$ cat src/rtl/mux8_3to1_pkg.sv
// Shared constants for the registered 3-input selector.
// Select codes and the default data width live here.
package mux8_3to1_pkg;

    localparam int DEF_WIDTH = 8;

    localparam logic [1:0] SEL_I1   = 2'd0;
    localparam logic [1:0] SEL_I2   = 2'd1;
    localparam logic [1:0] SEL_I3   = 2'd2;
    localparam logic [1:0] SEL_NONE = 2'd3;

endpackage

$ cat src/rtl/mux8_3to1.sv
// Registered 3-to-1 selector; code 3 selects zero and raises ERR.
// One output register stage, synchronous active-high reset.
module mux8_3to1
    import mux8_3to1_pkg::*;
#(
    parameter int WIDTH = DEF_WIDTH
) (
    input  logic             CLK,
    input  logic             RST,
    input  logic [WIDTH-1:0] I1,
    input  logic [WIDTH-1:0] I2,
    input  logic [WIDTH-1:0] I3,
    input  logic [1:0]       S,
    output logic [WIDTH-1:0] Q,
    output logic             ERR
);

    logic [WIDTH-1:0] sel_d;
    logic             err_d;

    always_comb begin
        sel_d = '0;
        err_d = 1'b0;
        case (S)
            SEL_I1:   sel_d = I1;
            SEL_I2:   sel_d = I2;
            SEL_I3:   sel_d = I3;
            SEL_NONE: err_d = 1'b1;
            default: begin
                sel_d = '0;
                err_d = 1'b0;
            end
        endcase
    end

    always_ff @(posedge CLK) begin
        if (RST) begin
            Q   <= '0;
            ERR <= 1'b0;
        end else begin
            Q   <= sel_d;
            ERR <= err_d;
        end
    end

endmodule

$ cat config.mk
export PLATFORM = sky130hd
export DESIGN_NAME = mux8_3to1
export DESIGN_NICKNAME = d
export VERILOG_FILES = /design/src/rtl/mux8_3to1_pkg.sv /design/src/rtl/mux8_3to1.sv
export SDC_FILE = /design/constraint.sdc
export NUM_CORES = 1
export LEC_CHECK = 0
export CORE_MARGIN = 4
export CORE_UTILIZATION = 36
export CTS_CLUSTER_DIAMETER = 40
export DETAILED_ROUTE_END_ITERATION = 10
export PLACE_DENSITY = 0.81
export SYNTH_ARGS = -nofsm -noshare
export SYNTH_HDL_FRONTEND = slang
export SYNTH_SLANG_ARGS = --single-unit
$ cat constraint.sdc
create_clock -name CLK -period 2.3 [get_ports CLK]
set_clock_uncertainty 0.1 [all_clocks]
set_input_delay 0.46 -clock CLK [delete_from_list [all_inputs] [get_ports CLK]]
set_output_delay 0.46 -clock CLK [all_outputs]
set_load 0.1 [all_outputs]
==> flow_summary.ini <==
; generated from flow reports
[power]
netSwitchingFraction_pct = 36.36
comb_cell_power_uw = 195
totalPowerFinal_uw = 489.2
p_leak_uw = 0.0003313
p_seq_uw = 169

[critical_path]
criticalPathCategory = in -> reg
critPathArrivalTime_ns = 1.57
cpMaxStageDelayCell = clkdlybuf4s50_1
crit_path_cell_trace = clkdlybuf4s50_1 -> buf_4 -> nor2b_1 -> a211oi_2 -> a211oi_2
crit_path_start = S[1]
cpPeakStageDelay_ns = 0.45
cp.depth = 5

[clock_network]
cts_buffers = 3
cts_tree = done
cts_resized = 0
cts_setup_buffers = 0

[yosys]
synth-xor-area-share_pct = 0
synthArstFlopShare_pct = 0
avgSynthCellArea_um2 = 11.39
ys_sh_simple_pct = 22.88
ys_cells = 48
mux_share_pct = 0
yosys.stat.seqShare_pct = 32.95

[sta]
setup_ws_ns = 0.7589
final.period_utilization_pct = 67.01
period_needed_ns = 1.541
rsz0062_at_grt = no
setup_viol = 0
finalHoldViolCount = 0
setup_tns_ns = 0

[die]
taps = 15
chipArea_um2 = 2206

[placement]
dp.cells = 96

[run]
warning_count = 26
cap_violations = 0

[min_path]
min_path_type = in -> reg
holdPathStages = 3

[cells_and_area]
diodes = 0
ff_count = 9
seq_area_share_pct = 19.94
clockBufferCount = 4
final_cell_count_no_fill = 100

[grt]
grt_util_all_layers_pct = 13.21
antenna_found_initial = 0
met3_usage_pct = 4.598

[status]
status = finished clean
I/O nets highlighted:
Bar = 10 um.
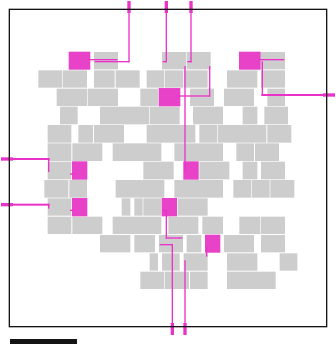
Key: magenta = I1 [bits 8, direction input, end cells 8, buffers 8, wire 119 um]
IO buf count: 36
I/O pin count: 37

Met1 routing:
Supply wires on this layer in gray.
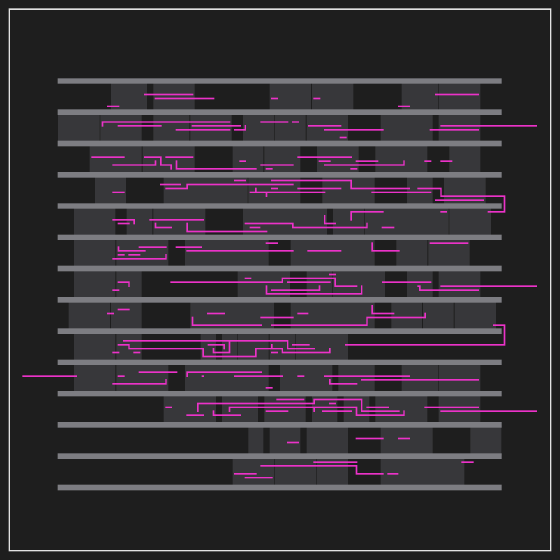
The wires run mostly horizontal. The longest straight run is 14.3 um.
Vias: 462
grt met1 use: 12.61%
DRT Wirelength: 1327 um

Ports around the boundary:
Bar = 10 um. Pins as bars across the die edge, other pins in gray.
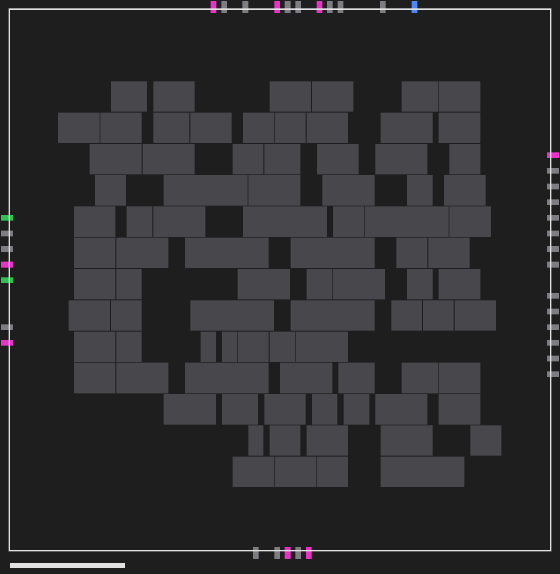
Key: blue = CLK [pins 1, direction input, edge top]; magenta = I1 [pins 8, direction input, edge 3 top, 2 left, 2 bottom, 1 right]; green = S [pins 2, direction input, edge left]
Die Y: 46.97 um
DIE WIDTH: 46.97 um

